[src/rtl/bcd_seq_adder.sv]
// Multi-byte packed-BCD add/subtract engine: one byte per clock, LSB byte first,
// decimal carry/borrow rippled between bytes through a register.
module bcd_seq_adder #(
  parameter int NUM_BYTES = 4
) (
  input  logic                   clk,
  input  logic                   rst,
  input  logic                   start,
  input  logic                   sub,
  input  logic                   carry_in,
  input  logic [8*NUM_BYTES-1:0] a,
  input  logic [8*NUM_BYTES-1:0] b,
  output logic                   busy,
  output logic                   done,
  output logic [8*NUM_BYTES-1:0] result,
  output logic                   carry_out,
  output logic                   zero,
  output logic                   invalid
);

  localparam int W     = 8 * NUM_BYTES;
  localparam int IDX_W = (NUM_BYTES > 1) ? $clog2(NUM_BYTES) : 1;
  localparam logic [IDX_W-1:0] LAST_IDX = IDX_W'(NUM_BYTES - 1);

  typedef enum logic {IDLE, RUN} state_t;

  // {carry_out, byte} of a decimal-adjusted byte addition
  function automatic logic [8:0] daa_add(input logic [7:0] x, input logic [7:0] y,
                                         input logic c);
    logic [8:0] s;
    logic       h, lo6, hi6;
    logic [7:0] adj;
    s   = {1'b0, x} + {1'b0, y} + {8'd0, c};
    h   = ({1'b0, x[3:0]} + {1'b0, y[3:0]} + {4'd0, c}) > 5'd15;
    lo6 = h | (s[3:0] > 4'd9);
    hi6 = s[8] | (s[7:0] > 8'h99);
    adj = s[7:0] + (lo6 ? 8'h06 : 8'h00) + (hi6 ? 8'h60 : 8'h00);
    return {hi6, adj};
  endfunction

  // {borrow_out, byte} of a decimal-adjusted byte subtraction
  function automatic logic [8:0] daa_sub(input logic [7:0] x, input logic [7:0] y,
                                         input logic c);
    logic [7:0] d;
    logic       bw, hb;
    logic [7:0] adj;
    d   = x - y - {7'd0, c};
    bw  = {1'b0, x} < ({1'b0, y} + {8'd0, c});
    hb  = {1'b0, x[3:0]} < ({1'b0, y[3:0]} + {4'd0, c});
    adj = d - (hb ? 8'h06 : 8'h00) - (bw ? 8'h60 : 8'h00);
    return {bw, adj};
  endfunction

  function automatic logic has_bad_nibble(input logic [W-1:0] v);
    logic bad;
    bad = 1'b0;
    for (int i = 0; i < 2 * NUM_BYTES; i++) bad = bad | (v[4*i +: 4] > 4'd9);
    return bad;
  endfunction

  state_t           state_q, state_d;
  logic [IDX_W-1:0] idx_q, idx_d;
  logic [W-1:0]     a_q, a_d, b_q, b_d, acc_q, acc_d;
  logic             sub_q, sub_d, cy_q, cy_d, inv_q, inv_d;
  logic             done_q, done_d;
  logic [W-1:0]     result_q, result_d;
  logic             carry_out_q, carry_out_d, zero_q, zero_d, invalid_q, invalid_d;
  logic [7:0]       x_byte, y_byte;
  logic [8:0]       byte_res;

  always_comb begin
    state_d     = state_q;
    idx_d       = idx_q;
    a_d         = a_q;
    b_d         = b_q;
    acc_d       = acc_q;
    sub_d       = sub_q;
    cy_d        = cy_q;
    inv_d       = inv_q;
    done_d      = 1'b0;
    result_d    = result_q;
    carry_out_d = carry_out_q;
    zero_d      = zero_q;
    invalid_d   = invalid_q;
    x_byte      = a_q[8*idx_q +: 8];
    y_byte      = b_q[8*idx_q +: 8];
    byte_res    = sub_q ? daa_sub(x_byte, y_byte, cy_q) : daa_add(x_byte, y_byte, cy_q);
    case (state_q)
      IDLE: begin
        if (start) begin
          a_d     = a;
          b_d     = b;
          sub_d   = sub;
          cy_d    = carry_in;
          inv_d   = has_bad_nibble(a) | has_bad_nibble(b);
          idx_d   = '0;
          acc_d   = '0;
          state_d = RUN;
        end
      end
      RUN: begin
        acc_d[8*idx_q +: 8] = byte_res[7:0];
        cy_d  = byte_res[8];
        idx_d = idx_q + 1'b1;
        // Last byte: publish the complete result and flags together
        if (idx_q == LAST_IDX) begin
          idx_d       = '0;
          state_d     = IDLE;
          done_d      = 1'b1;
          result_d    = acc_d;
          carry_out_d = byte_res[8];
          zero_d      = (acc_d == '0);
          invalid_d   = inv_q;
        end
      end
      default: state_d = IDLE;
    endcase
  end

  always_ff @(posedge clk or posedge rst) begin
    if (rst) begin
      state_q     <= IDLE;
      idx_q       <= '0;
      a_q         <= '0;
      b_q         <= '0;
      acc_q       <= '0;
      sub_q       <= 1'b0;
      cy_q        <= 1'b0;
      inv_q       <= 1'b0;
      done_q      <= 1'b0;
      result_q    <= '0;
      carry_out_q <= 1'b0;
      zero_q      <= 1'b0;
      invalid_q   <= 1'b0;
    end else begin
      state_q     <= state_d;
      idx_q       <= idx_d;
      a_q         <= a_d;
      b_q         <= b_d;
      acc_q       <= acc_d;
      sub_q       <= sub_d;
      cy_q        <= cy_d;
      inv_q       <= inv_d;
      done_q      <= done_d;
      result_q    <= result_d;
      carry_out_q <= carry_out_d;
      zero_q      <= zero_d;
      invalid_q   <= invalid_d;
    end
  end

  assign busy      = (state_q == RUN);
  assign done      = done_q;
  assign result    = result_q;
  assign carry_out = carry_out_q;
  assign zero      = zero_q;
  assign invalid   = invalid_q;

endmodule
[config.mk]
export PLATFORM = sky130hd
export DESIGN_NAME = bcd_seq_adder
export DESIGN_NICKNAME = d
export VERILOG_FILES = /design/src/rtl/bcd_seq_adder.sv
export SDC_FILE = /design/constraint.sdc
export NUM_CORES = 1
export LEC_CHECK = 0
export CELL_PAD_IN_SITES_DETAIL_PLACEMENT = 1
export CELL_PAD_IN_SITES_GLOBAL_PLACEMENT = 1
export CORE_UTILIZATION = 40
export CTS_CLUSTER_DIAMETER = 80
export DETAILED_ROUTE_END_ITERATION = 16
export GPL_ROUTABILITY_DRIVEN = 0
export PLACE_DENSITY_LB_ADDON = 0.2
export SYNTH_ARGS = -nofsm -noshare
export SYNTH_HDL_FRONTEND = slang
export SYNTH_SLANG_ARGS = --single-unit
[constraint.sdc]
create_clock -name clk -period 6.2 [get_ports clk]
set_clock_uncertainty 0.05 [all_clocks]
set_input_delay 1.86 -clock clk [delete_from_list [all_inputs] [get_ports clk]]
set_output_delay 1.86 -clock clk [all_outputs]
set_load 0.01 [all_outputs]
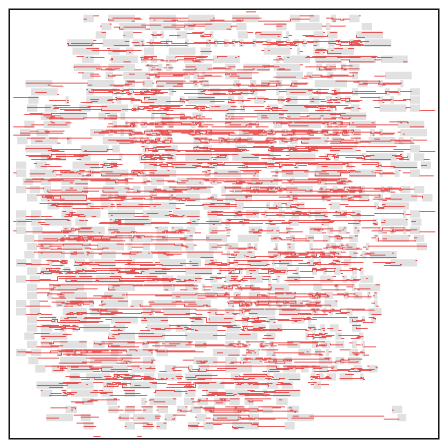
**Above:** run 1 (the metal 1 layer).
The layer carries 10200 um of wire. The wires run mostly horizontal.

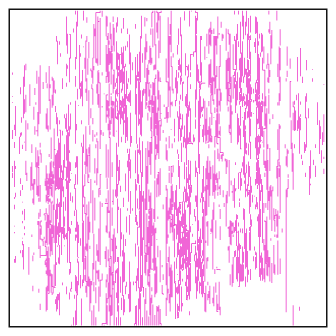
**Above:** run 1 (signal wires on met2).
The longest straight run is 55.4 um. The layer holds 48% of the routed length.

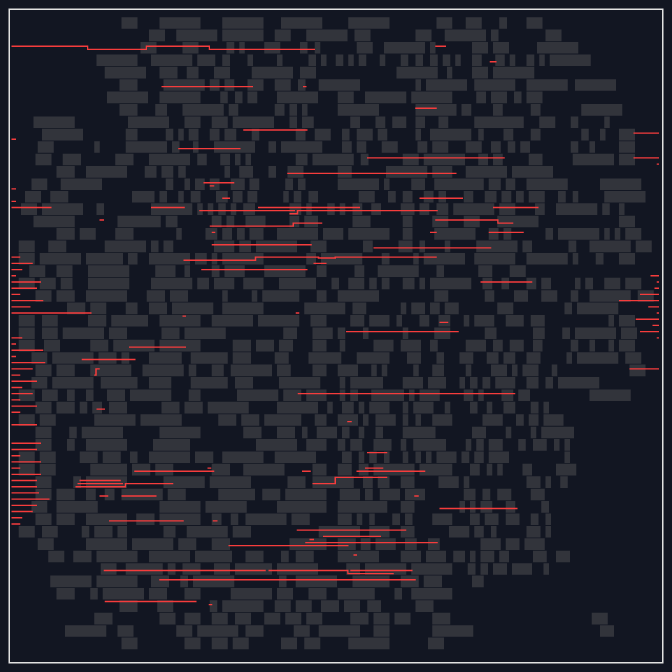
**Above:** run 1 (met3 routing).
The layer carries 1200 um of wire. 98 nets have wire on it. The wires run mostly horizontal.

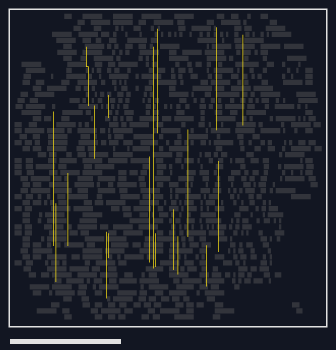
**Above:** run 1 (the metal 4 layer).
Scale bar: 50 um.
The wires run mostly vertical. The layer holds 2.9% of the routed length. The layer carries 679 um of wire. The longest straight run is 100 um.

[run 1: Yosys cell counts (4+ instances only)]
cell type and instances:
o21ai_1 11, nand4_1 9, nor3_1 12, a21oi_1 32, inv_1 44, nand3_1 7
nand2b_1 31, nor2_1 16, o21ai_0 42, a21o_1 14, nor4_1 4, a21oi_2 6
clkbuf_1 25, o31ai_1 5, mux2_2 73, ha_1 41, buf_1 8, xnor2_1 23
o22ai_1 6, a22oi_1 4, xor2_1 7, nand2_1 45, dfrtp_1 138, mux2i_1 27
mux4_2 17, nor2b_1 24, o21a_1 5, fa_1 8
[run 1: state kept, by name (all words and copies together) (netlist names), 2 cells and up]
register	count
result	32
idx_q	2
b_q	32
a_q	32
acc_q	32
==> results.yml, run 1 <==
# generated from flow reports
synth:
  async_reset_ff_share_pct: 100.0
  syn_nets: 842
  synth_area_mm2: 0.007944
  logic_family: "multiplexers"
  numSynthFlops: 138
  xor_share_pct: 3.308
  ys_sh_mux_pct: 18.57
  top_cell_area_share_pct: 43.47
  syn_area_per_cell_um2: 10.97
  ys.warnings.count: 0
die:
  tapCellCount: 265
  fp-utilization_pct: 40.82
  core_mm2: 0.01946
  die_h_um: 142.9
setup_path:
  path_max_fanout: 4
  r2r_slack_ns: 0.48
  max_stage_delay_ns: 0.58
  cp_slowest_cell: "mux4_2"
  critPathKind: "flip-flop to flip-flop"
  crit_end: "acc_q[7]$_DFFE_PP0P_"
  r2r-start: "idx_q[0]$_DFFE_PP0P_"
  cp.depth: 22
cells_and_area:
  fill_cells: 2079
  non_clock_buffer_area_share_pct: 11.57
  comb_share_pct: 42.24
  final_cell_mix: "137 x dfrtp_1, 105 x clkdlybuf4s50_1, 73 x mux2_2, 45 x nand2_1, 43 x inv_1"
  antenna_cells: 0
  postLayoutCoreUtil_pct: 50.89
min_path:
  hold_path_class: "flip-flop to flip-flop"
  min_from: "result[10]$_DFFE_PP0P_"
grt:
  grt-ovfl-total: 0
  grt_usage_pct: 24.65
route:
  drtPass1Iterations: 4
  drt-met1-wl_um: 10240
  drt-initial-drc-count: 277
  ant_nets: 0
  route.vias.total: 6042
  avgRoutedWirePerCell_um: 21.12
  wl_met3_um: 1198
  drc: 0
cts:
  clkLatencyLatePin_ns: 0.43
  cts.sinks: 138
outcome:
  outcome: "completed"
placement:
  io_buffers: 105
sta:
  whs_ns: 0.4294
  relSlewSlack_pct: 25.07
**Run 1: routing congestion map**

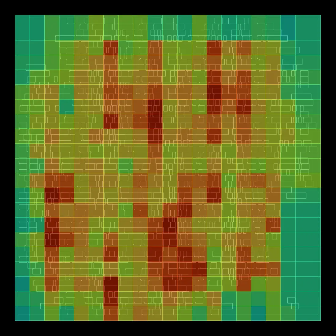

--- run 2 (diff from run 1) ---
--- a/config.mk
+++ b/config.mk
@@ -7,6 +7,7 @@
 export LEC_CHECK = 0
 export CELL_PAD_IN_SITES_DETAIL_PLACEMENT = 1
 export CELL_PAD_IN_SITES_GLOBAL_PLACEMENT = 1
+export CORE_MARGIN = 3
 export CORE_UTILIZATION = 40
 export CTS_CLUSTER_DIAMETER = 80
 export DETAILED_ROUTE_END_ITERATION = 16
==> constraint.sdc (replaced) <==
create_clock -name clk -period 6.2 [get_ports clk]
set_clock_uncertainty 0.05 [all_clocks]
set_input_delay 1.86 -clock clk [delete_from_list [all_inputs] [get_ports clk]]
set_output_delay 1.86 -clock clk [all_outputs]
set_load 0.005 [all_outputs]
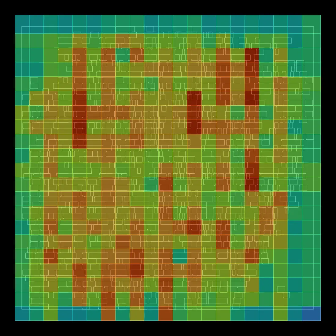
**Above:** run 2 (routing congestion map).
gr usage total: 21.42%
Routed WL per cell: 20.41 um
met2 global-route usage: 34.96%

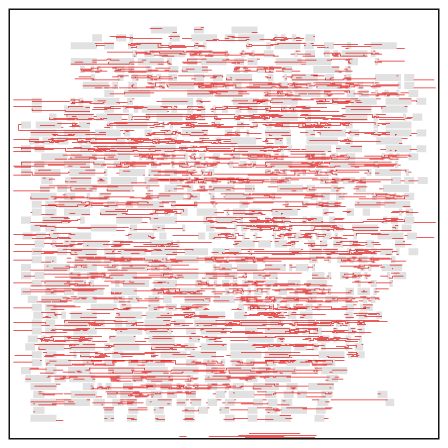
**Above:** run 2 (the metal 1 layer).
The layer carries 10500 um of wire. The longest straight run is 75.9 um. The wires run mostly horizontal. The layer holds 47% of the routed length. 874 nets have wire on it.
met1 track demand over resource: 29.98%
drt total wl: 22410 um
vias: 5981

==> run 2 against run 1 <==
Register-to-register slack got worse by 0.03 ns. Core utilization increased by 1.0 points. Worst hold slack improved by 0.0040 ns. Critical path depth decreased by 1. Wire length decreased by 3.4%. Die size increased by 5.7%. First-iteration DRC count increased by 26%. Flip-flop count unchanged.
==> results.yml, run 2 <==
# generated from flow reports
outcome:
  outcome: "completed"
die:
  core_mm2: 0.01908
  die_w_um: 146.9
  io_pins: 106
  fp-utilization_pct: 41.63
  num_rows: 50
  die_h_um: 146.9
grt:
  grt-ovfl-total: 0
  grt_max_degree: 78
  busiest_layer: "met2"
  grt_pass1_wl_um: 36730
  grt_use_met3_pct: 4.041
sta:
  fmax_mhz: 173.8
  setup_violations: 0
  setup_slack_ns: 0.4451
  relSlewSlack_pct: 31.34
cts:
  ctsResizeCount: 0
  clkLatencyLatePin_ns: 0.42
  cts.htree.levels: 4
  cts_buffer_depth: 2
  cts_root_buffer: "clkbuf_16"
  cts.sinks: 138
  numCtsBuffers: 17
setup_path:
  critPathKind: "flip-flop to flip-flop"
  crit_start: "idx_q[0]$_DFFE_PP0P_"
  r2r-start: "idx_q[0]$_DFFE_PP0P_"
  cpLargestDelayFamily: "adder cells"
  crit_required_ns: 6.48
  worstSetupEndpointType: "flip-flop"
  crit_end: "acc_q[31]$_DFFE_PP0P_"
  r2r_slack_ns: 0.45
  cp.depth: 21
  cp_slowest_cell: "mux4_2"
  crit_chain: "buf_4 > mux4_2 > and3_1 > and3_1 > xnor2_1 > ha_1 > nand4_1 > a21oi_1 > o31a_1 > o21ai_0 > ha_1 > fa_1 > inv_1 > ha_1 > and2_1 > a31oi_2 > xnor2_1 > nand2_2 > o21ai_2 > a22oi_2 > mux2i_1"
  max_stage_delay_ns: 0.65
  path_max_fanout: 14
min_path:
  hold_path_class: "flip-flop to flip-flop"
  min_from: "result[27]$_DFFE_PP0P_"
  min_to: "result[27]$_DFFE_PP0P_"
route:
  wl_met3_um: 1128
  top_layer: "met4"
  drt-initial-drc-count: 348
  routed-wl-met2_um: 10540
  drt-met1-wl_um: 10500
  ant_nets: 0
  drtPass1Iterations: 4
  drc: 0
synth:
  ys_sh_adder_pct: 8.474
  netlist-cell-type-count: 54
  synth_area_mm2: 0.007944
  xor_share_pct: 3.308
  ys_sh_mux_pct: 18.57
  async_reset_ff_share_pct: 100.0
  post-synth-top-count-cell: "dfrtp_1"
  yosysTopAreaCell: "dfrtp_1"
  syn_area_per_cell_um2: 10.97
  logic_family: "multiplexers"
  syn_nets: 842
  topCellsByArea: "dfrtp_1 43%, mux2_2 10%, ha_1 6.5%"
  yosys.stat.seqShare_pct: 43.47
  flop_cell: "dfrtp_1"
  numSynthFlops: 138
  top_cell_area_share_pct: 43.47
  top_cells_by_count: "138 x dfrtp_1, 73 x mux2_2, 45 x nand2_1"
  synth_chip_area_mm2: 0.007944
  ys.warnings.count: 0
placement:
  io_buffers: 105
  placed_cell_area_mm2: 0.009286
  place_inst: 1066
cells_and_area:
  final_cells: 1098
  fill_cells: 2021
  final_cell_area_mm2: 0.009910
  drive_above_1_share_pct: 18.38
  antenna_cells: 0
  syn_to_final_growth_pct: 24.74
  final_cell_mix: "137 x dfrtp_1, 105 x clkdlybuf4s50_1, 73 x mux2_2, 45 x nand2_1, 43 x inv_1"
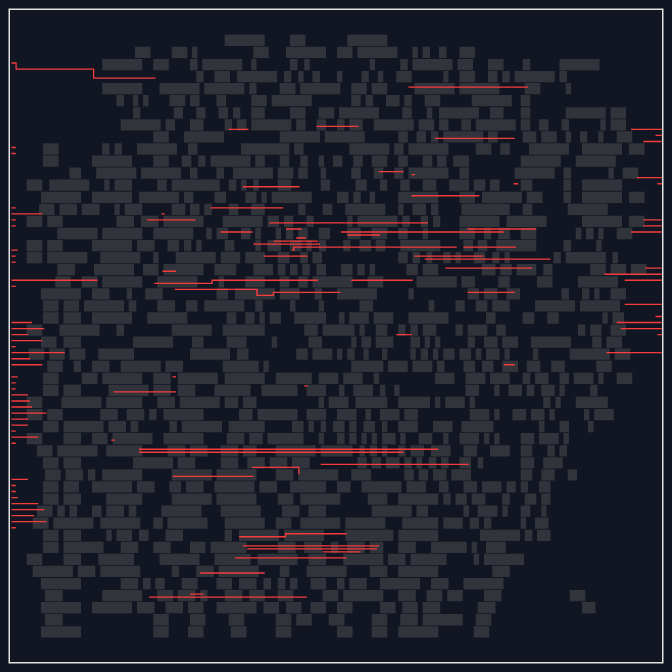
**Above:** run 2 (met3 routing).
The layer holds 5.0% of the routed length. The longest straight run is 67.2 um. 88 nets have wire on it. The layer carries 1130 um of wire. The wires run mostly horizontal.

run 2: cell counts after synthesis:
Identical to the previous run, type by type.
run 2: tightest hold or removal path: stages, from the launching register on:
cell,delay (ns)
dfrtp_1,0.34
nand2_1,0.05
o21ai_0,0.06
run 2: area by class of cell:
class / count / share of cell area [%]
multi-input cells: 505 / 42.22
flip-flops and latches: 138 / 34.86
repair buffers: 118 / 11.59
clock buffers: 18 / 4.331
well taps: 260 / 3.283
clock inverters: 14 / 1.957
inverters: 45 / 1.755
run 2: metrics by stage:
step | hold slack (ns) | utilization [%]
after floorplan | 0.4233 | -
final | 0.4334 | 51.93
after detailed placement | 0.4282 | 48.67
after global routing | 0.4608 | 51.93
after global placement | 0.4150 | 48.67
after CTS | 0.4418 | 51.93
--- run 3 (diff from run 2) ---
--- a/config.mk
+++ b/config.mk
@@ -5,11 +5,13 @@
 export SDC_FILE = /design/constraint.sdc
 export NUM_CORES = 1
 export LEC_CHECK = 0
+export ABC_CLOCK_PERIOD_IN_PS = 6200
 export CELL_PAD_IN_SITES_DETAIL_PLACEMENT = 1
 export CELL_PAD_IN_SITES_GLOBAL_PLACEMENT = 1
 export CORE_MARGIN = 3
 export CORE_UTILIZATION = 40
 export CTS_CLUSTER_DIAMETER = 80
+export CTS_CLUSTER_SIZE = 28
 export DETAILED_ROUTE_END_ITERATION = 16
 export GPL_ROUTABILITY_DRIVEN = 0
 export PLACE_DENSITY_LB_ADDON = 0.2
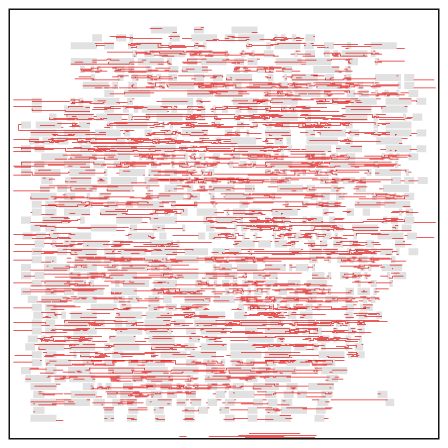
**Above:** run 3 (the metal 1 layer).
The layer holds 47% of the routed length. 874 nets have wire on it. The wires run mostly horizontal.

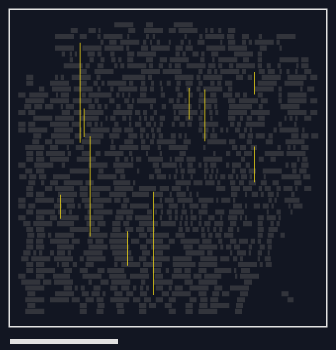
**Above:** run 3 (the metal 4 layer).
Scale bar: 50 um.
6 nets have wire on it. The longest straight run is 47.6 um. The layer holds 1.1% of the routed length.

==> run 3 against run 2 <==
Non-clock buffer count unchanged. Critical path depth unchanged. Die size unchanged. Sequential share of layout area unchanged. Wire length unchanged. Critical endpoint unchanged. Highest routed layer unchanged.
==> results.yml, run 3 <==
# generated from flow reports
route:
  wl_met3_um: 1128
  drtPass1Iterations: 4
  drt-met1-wl_um: 10500
  ant_nets: 0
  route.vias.total: 5981
  avgRoutedWirePerCell_um: 20.41
  routed-wl-met2_um: 10540
  top_layer: "met4"
grt:
  grt-ovfl-total: 0
  grt_usage_pct: 21.42
  busiest_layer: "met2"
  grt_use_met3_pct: 4.041
  grt_pass1_wl_um: 36730
synth:
  ys_sh_adder_pct: 8.474
  logic_family: "multiplexers"
  synth_area_mm2: 0.007944
  numSynthFlops: 138
  ys.warnings.count: 0
  synth_chip_area_mm2: 0.007944
  syn_area_per_cell_um2: 10.97
  ys_sh_mux_pct: 18.57
  netlist-cell-type-count: 54
  yosysTopAreaCell: "dfrtp_1"
  xor_share_pct: 3.308
  syn_nets: 842
die:
  die_w_um: 146.9
  die_h_um: 146.9
  tapCellCount: 260
  core_mm2: 0.01908
  io_pins: 106
min_path:
  hold_path_class: "flip-flop to flip-flop"
  min_from: "result[27]$_DFFE_PP0P_"
  min_to: "result[27]$_DFFE_PP0P_"
cells_and_area:
  antenna_cells: 0
  largest_class: "logic gates"
  final_cells: 1098
  postLayoutCoreUtil_pct: 51.93
  non_clock_buffer_area_share_pct: 11.59
  syn_to_final_growth_pct: 24.74
  num-multi-input-gates: 505
  clkbuf_count: 18
  comb_share_pct: 42.22
  nNonClkInverters: 45
  drive_above_1_share_pct: 18.38
  flops: 138
  final-clk-cell-share_pct: 6.288
  buffers: 118
  final_cell_mix: "137 x dfrtp_1, 105 x clkdlybuf4s50_1, 73 x mux2_2, 45 x nand2_1, 43 x inv_1"
  num-nets-final: 943
setup_path:
  cp.depth: 21
  r2r_slack_ns: 0.45
  r2r-start: "idx_q[0]$_DFFE_PP0P_"
  crit_required_ns: 6.48
  cp_slowest_cell: "mux4_2"
  crit_end: "acc_q[31]$_DFFE_PP0P_"
  max_stage_delay_ns: 0.65
  critPathKind: "flip-flop to flip-flop"
  crit_start: "idx_q[0]$_DFFE_PP0P_"
  worstSetupEndpointType: "flip-flop"
sta:
  whs_ns: 0.4334
  relSlewSlack_pct: 31.34
  fmax_mhz: 173.8
  setup_violations: 0
cts:
  ctsResizeCount: 0
  numCtsBuffers: 17
  cts_root_buffer: "clkbuf_16"
  cts.sinks: 138
outcome:
  outcome: "completed"
placement:
  io_buffers: 105
  place_inst: 1066
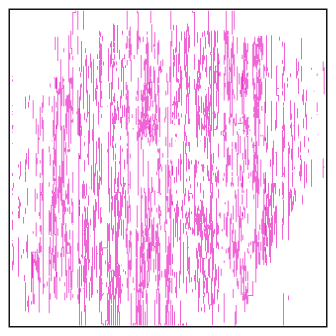
**Above:** run 3 (signal wires on met2).
The layer carries 10500 um of wire. 864 nets have wire on it. The layer holds 47% of the routed length.

==> run 3: stage by stage <==
stage	cell area [um2]	setup slack, ns
finish	9910	0.4451
global placement	9286	0.6125
floorplan	7944	0.2523
global route	9910	0.1387
CTS	9910	0.4404
detailed placement	9286	0.4540
==> run 3: cells by family after synthesis <==
family	Yosys count
flops	138
fa+ha+maj	49
xor+xnor	30
mux	117
simple gates	162
buf+inv	81
compound gates	147
